==> config.mk <==
export PLATFORM = sky130hd
export DESIGN_NAME = inst_encoder_flat
export DESIGN_NICKNAME = d
export VERILOG_FILES = /design/src/rtl/inst_pkg.sv /design/src/rtl/inst_encoder_if.sv /design/src/rtl/inst_fifo.sv /design/src/rtl/inst_encoder.sv /design/src/flat_wrapper.sv
export SDC_FILE = /design/constraint.sdc
export NUM_CORES = 1
export LEC_CHECK = 0
export CAP_MARGIN = 0
export CORE_MARGIN = 10
export CORE_UTILIZATION = 35
export DETAILED_ROUTE_END_ITERATION = 6
export MAX_ROUTING_LAYER = met4
export PLACE_DENSITY = 0.6
export SLEW_MARGIN = 10
export SYNTH_ARGS = -nofsm -noshare
export SYNTH_HDL_FRONTEND = slang
export SYNTH_HIERARCHICAL = 1
export SYNTH_SLANG_ARGS = --single-unit
==> constraint.sdc <==
create_clock -name clk -period 2.2 [get_ports clk]
set_clock_uncertainty 0.05 [all_clocks]
set_input_delay 0.33 -clock clk [delete_from_list [all_inputs] [get_ports clk]]
set_output_delay 0.33 -clock clk [all_outputs]
set_load 0.05 [all_outputs]
Run 1, clock wires, drivers and flops:
Scale: 3 px per um.
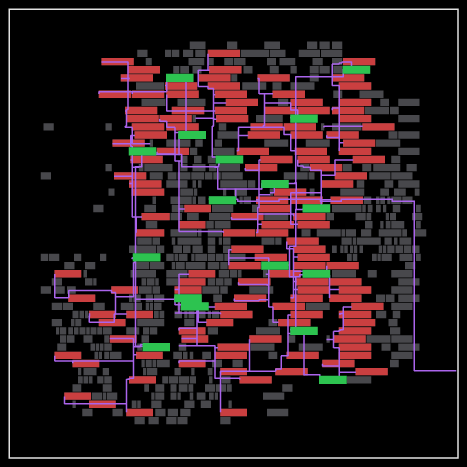
[flip-flops] red | count: 131
[clock wires] purple | length: 1610 um
[cells driving clock nets] green | count: 17
routed clock nets: 18
clock network power share: 18.0%
clk_lat worst skew: 0.41 ns

Run 1, nets reached from selected ports:
Scale: 3 px per um.
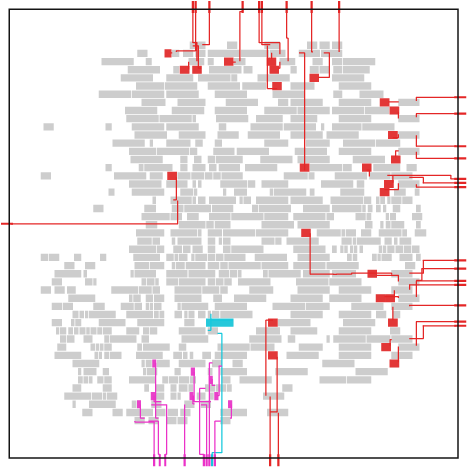
[`base_addr`] magenta | direction: input | edge: bottom | end cells: 8 | buffers: 8 | wire: 231 um
[`bus_out_inst`] red | direction: output | edge: 14 right, 9 top, 2 bottom, 1 left | end cells: 26 | buffers: 26 | wire: 732 um
[`err_range`] cyan | direction: output | edge: bottom | end cells: 1 | buffers: 1 | wire: 59.3 um
Ports: 99
IO buf count: 98

Run 1, placed cells, one color a class:
Scale: 2 px per um.
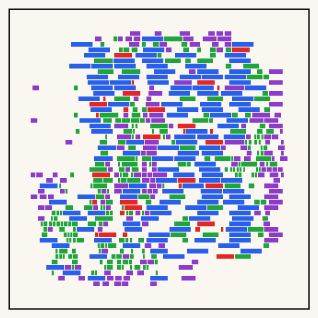
[all other logic] green | cells: 236
[flip-flops] blue | cells: 131
[clock drivers and dummy loads] red | cells: 31
[other buffers and delay cells] purple | cells: 165
Site Rows: 47
Core ar.: 16500 sq um
fin util: 52.3%
design area: 8610 sq um

Run 1, met3 routing:
Scale: 2 px per um. Cells faint in the background.
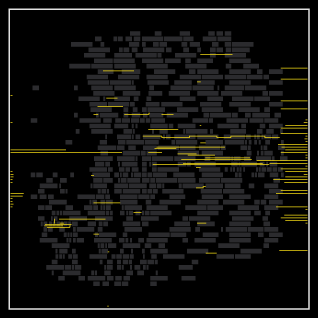
wire length on this layer: 942 um
share of all routed wire: 6.5%
nets with wire on the layer: 69
main direction: horizontal
longest straight run: 58.0 um
WL final: 14.6 mm
met3 GRT Util: 5.10%
Vias: 3783

==> impl_metrics.toml, run 1 <==
# implementation run metrics
[synth]
ys_warn_count = 6
syn_nets = 449
async_flop_share_pct = 20.6
yosysMostFrequentCell = "edfxtp_1"
ys_area_sq_um = 5830
syn_inst = 381
synth.top_cell.area_share_pct = 53.5
ys_cells = 381
syn_area_sq_um = 5830
flop_cell = "edfxtp_1"
synth_seq_share_pct = 65.1
ys_seq_elements = 131
ys_types = 43
avgSynthCellArea_sq_um = 15.3
synthTopCellsByArea = "edfxtp_1, dfrtp_1, mux4_2"
common_cells = "edfxtp_1, nand2_1, and2_1, dfrtp_1, o21ai_0"
largest_area_cell = "edfxtp_1"
edf_count = 104

[final_layout]
largest_reg_flops = 104
lay_top_cells = "edfxtp_1, clkdlybuf4s50_1, buf_4"
antenna_cells = 0
syn_to_final_growth_pct = 47.5
lay_top_count = "edfxtp_1"
drive_above_1_share_pct = 37.8
nets = 619

[route]
drt-initial-drc-count = 172
wl_per_cell_um = 18.6
drc = 0
avgViaCountPerCell = 4.83
postRouteAntennaNets = 0
drt_pass1_iterations = 5

[cts]
cts.reportedPaths.clkPinSlew_ns = 0.05
cts_setup_buffers = 4
cts-resized-gates = 53
cts_tree = "yes"
cts_buffer_depth = 2
holdBufCountCts = 0
htreeDepth = 4
cts_sinks = 131
root_buffer = "clkbuf_16"
cts_inserted_buffers = 17

[floorplanning]
dieHeight_um = 149
die_area_sq_um = 22200
fp_util_pct = 35.4
dieWidth_um = 149

[outcome]
status = "finished, violations left"
violations = "setup timing"

[global_routing]
grt_max_degree = 23
grt_pass1_wl_mm = 22.1
grt_overflow = 0
grt_pass1_vias = 4022
antenna_found_initial = 0
grt_usage_pct = 13.5

[placement]
gp_congestion = 0.801
dp_hpwl_mm = 9.85
dp_slack_ns = -0.722

[power_and_ir_drop]
power_leakage_nw = 3.29
p_total_mw = 13.3
p_per_area_nw_per_um2 = 1550
peakVddDrop_mv = 0.895

[critical_path]
r2r_cells = 13
r2r_slack_ns = 0
crit_chain = "buf_12 -> buf_16 -> mux4_2 -> and2_4 -> buf_12"
critical_path_arrival_ns = 1.91
slowest_delay_ns = 0.50
critPathSlowestCell = "mux4_2"
startpoint_type = "flop"
worst_path_most_repeated_cell = "buf_12"
worstSetupPathType = "reg -> out"
cp_max_fo = 5
crit_required_ns = 1.82
endpoint_kind = "output pin"

[sta]
maxSlewViolCount = 0
post-route-period-util_pct = 104
relSlewSlack_pct = 60.5
hold_viol = 0
max_freq_mhz = 436
tightestPinTransition_ns = 0.587
finalSetupViolCount = 28
rsz0062_at_grt = "true"
setup_ws_ns = -0.0912
fin_crit_ns = 2.29

[worst_hold_path]
worstHoldPathType = "in -> async"

[job]
maxCapViolations = 0
openroad.warnings = 37
[run 1: critical path, delay by kind of cell, from the launching register on]
kind	cells	cell delay, ns
buf+inv	3	0.40
flops	1	0.43
mux	1	0.50
simple gates	1	0.16
[run 1: per-stage QoR]
stage	setup TNS (ns)	util [%]	instances	instance area (sq um)	hold WS (ns)
final	-1.76	52.3	783	8610	0.155
after global routing	-3.87	52.3	783	8610	0.183
after CTS	-2.56	50.6	770	8340	0.152
after detailed placement	-65.10	46.5	733	7650	0.432
after global placement	-63.68	46.5	733	7650	0.429
after floorplan	-7.11	-	381	5890	0.0834
[run 1: metal layers]
metal / GRT usage (%) / share of wire [%]
met1: 14.9 / 41
met2: 21.5 / 51
met3: 5.10 / 6.5
met4: 5.50 / 1.8
met5: - / 0
[run 1: kinds of logic (layout without fill, tap and decap cells)]
logic type	after synthesis	count (layout)	synth area share [%]
adder cells (fa/ha/maj)	16	16	3.56
XOR/XNOR	12	12	1.80
AND/OR/NAND/NOR	117	117	10.9
AND-OR/OR-AND	41	41	4.22
flip-flops	131	131	65.1
buffers and inverters	33	215	2.90
multiplexers	31	31	11.5
[run 1: layout make-up]
| class | count | area (sq um) |
|---|---|---|
| Multi-Input combinational cell | 217 | 2060 |
| Tap cell | 220 | 275 |
| Clock buffer | 19 | 433 |
| Inverter | 19 | 73.8 |
| Clock inverter | 12 | 68.8 |
| Sequential cell | 131 | 3800 |
| Timing Repair Buffer | 165 | 1890 |
| Fill cell | 1365 | 7860 |
[run 1: where the power goes]
group / switching, mW / internal (mW) / total [mW] / leakage [nW]
clock: 0.986 / 1.40 / 2.39 / 0.233
combinational: 3.81 / 3.86 / 7.67 / 1.77
sequential: 0.241 / 3.00 / 3.24 / 1.28
total: 5.04 / 8.26 / 13.3 / 3.29
Run 1, clock routing:
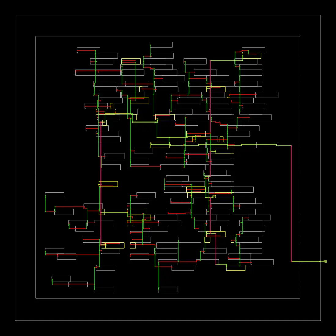

## Run 2: what changed since run 1
--- a/config.mk
+++ b/config.mk
@@ -7,12 +7,12 @@
 export LEC_CHECK = 0
 export CAP_MARGIN = 0
 export CORE_MARGIN = 10
-export CORE_UTILIZATION = 35
+export CORE_UTILIZATION = 30
 export DETAILED_ROUTE_END_ITERATION = 6
 export MAX_ROUTING_LAYER = met4
-export PLACE_DENSITY = 0.6
+export PLACE_DENSITY = 0.53
+export SKIP_CTS_REPAIR_TIMING = 1
 export SLEW_MARGIN = 10
 export SYNTH_ARGS = -nofsm -noshare
 export SYNTH_HDL_FRONTEND = slang
-export SYNTH_HIERARCHICAL = 1
 export SYNTH_SLANG_ARGS = --single-unit
Run 2, clock routing:
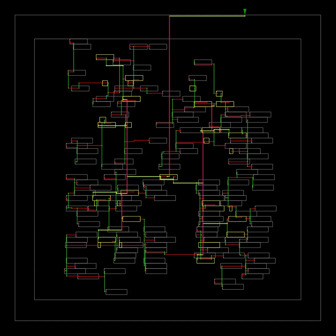
Clk power: 2.69 mW
clock sink count: 131
CLK BUF: 19
total CTS buffers: 17

==> impl_metrics.toml, run 2 <==
# implementation run metrics
[outcome]
status = "finished, violations left"
violations = "setup timing"

[placement]
dp_slack_ns = -0.554
dp_hpwl_mm = 10.2
gp_congestion = 0.828
placed_cell_area_sq_um = 7650
dp_cells = 754
io_buffers = 98

[synth]
flop_cell = "edfxtp_1"
ys_warn_count = 0
yosysMostFrequentCell = "edfxtp_1"
synthTopCellsByArea = "edfxtp_1, dfrtp_1, mux4_2"
ys_area_sq_um = 5820
edf_count = 104
syn_inst = 379
syn_nets = 447
ys_cells = 379
synth.top_cell.area_share_pct = 53.6
synth_seq_share_pct = 65.2
avgSynthCellArea_sq_um = 15.4
async_flop_share_pct = 20.6
syn_area_sq_um = 5820
largest_area_cell = "edfxtp_1"

[route]
drt-initial-drc-count = 204
postRouteAntennaNets = 0
wl_per_cell_um = 19.6
routed_wl_mm = 15.8
avgViaCountPerCell = 4.66
drc = 0

[global_routing]
grt_overflow = 0
grt_max_degree = 29
grt_usage_pct = 12.0
grt_pass1_vias = 3875
antenna_found_initial = 0
grt_pass1_wl_mm = 22.8

[critical_path]
r2r_cells = 11
cp_max_fo = 7
worstSetupPathType = "reg -> out"
critical_path_arrival_ns = 1.93
crit_required_ns = 1.82
r2r_slack_ns = 0.10
startpoint_type = "flop"

[sta]
relSlewSlack_pct = 62.2
maxSlewViolCount = 0
hold_ws_ns = 0.239
fin_crit_ns = 2.31
post-route-period-util_pct = 105
tightestPinTransition_ns = 0.566
rsz0062_at_grt = "true"
max_freq_mhz = 434
finalSetupViolCount = 26
hold_viol = 0
setup_ws_ns = -0.105

[floorplanning]
die_area_sq_um = 25400
dieWidth_um = 159
io_pins = 99
dieHeight_um = 159
num_rows = 50

[power_and_ir_drop]
peakVddDrop_mv = 1.11
power_leakage_nw = 3.29
p_total_mw = 14.1
p_per_area_nw_per_um2 = 1610

[cts]
cts_tree = "yes"
clk_latency_ns = 0.41
htreeDepth = 4
root_buffer = "clkbuf_16"
cts.reportedPaths.clkPinSlew_ns = 0.06

[final_layout]
antenna_cells = 0
largest_reg_flops = 104
seq_area_sq_um = 3800
nets = 604
fin_area_sq_um = 8750
syn_to_final_growth_pct = 50.2
logic_area_sq_um = 2040
lay_top_count = "edfxtp_1"

[worst_hold_path]
worstHoldPathType = "in -> async"

[job]
openroad.warnings = 35
maxCapViolations = 0
Run 2, placed cells, one color a class:
Scale: 1.5 px per um.
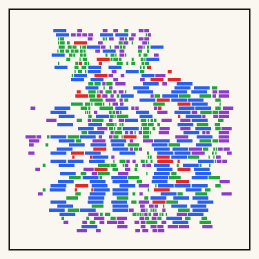
[flip-flops] blue | cells: 131
[other buffers and delay cells] purple | cells: 157
[all other logic] green | cells: 229
[clock drivers and dummy loads] red | cells: 32
fin util: 46.3%
Core ar.: 18900 sq um

==> run 2: cell count changes in the layout (fill, tap and decap cells not counted), moves of 5 or more <==
cell            change
nand2_1             -5
and3_4             +26
dlymetal6s2s_1      +5
buf_4              -12
o21ai_0             -7
buf_12             +10
and2_4             -25
and2_1              +5
buf_8               -6
==> run 2: power by group <==
part	total [mW]	switching, mW	internal, mW
logic	8.23	4.14	4.09
clock network	2.69	1.03	1.66
registers	3.20	0.210	2.99
==> run 2: metal layers <==
layer  global-route usage, %  wire length [um]  vias to the layer above
met5                       -                 0                        -
met4                    5.69               330                        0
met3                    2.63               422                       24
met2                    20.2              8390                       69
met1                    13.4              6680                     1919
li1                        -                 -                     1759
==> run 2: kinds of logic (layout without fill, tap and decap cells) <==
logic type	after synthesis	count (layout)	share of synthesized area, %
AOI/OAI and AO/OA	39	39	4.94
xor gates and xnor gates	15	15	2.26
adders and majority gates	16	16	3.57
buffers and inverters	36	206	2.92
DFF	131	131	65.2
muxes	32	32	11.2
and+or+nand+nor	110	110	9.88
==> run 2: layout make-up <==
class                           count  area share, %
Multi-Input combinational cell    212           23.3
Tap cell                          260           3.72
Clock inverter                     13           1.54
Sequential cell                   131           43.4
Timing Repair Buffer              157           22.3
Clock buffer                       19           4.95
Inverter                           17          0.758
==> run 2: critical path, cell delays in order, from the launching register on <==
cell,delay (ns)
dfrtp_2,0.38
buf_12,0.13
buf_12,0.14
mux4_2,0.49
and3_4,0.21
buf_12,0.14
Power is estimated from default activity; no workload was simulated.
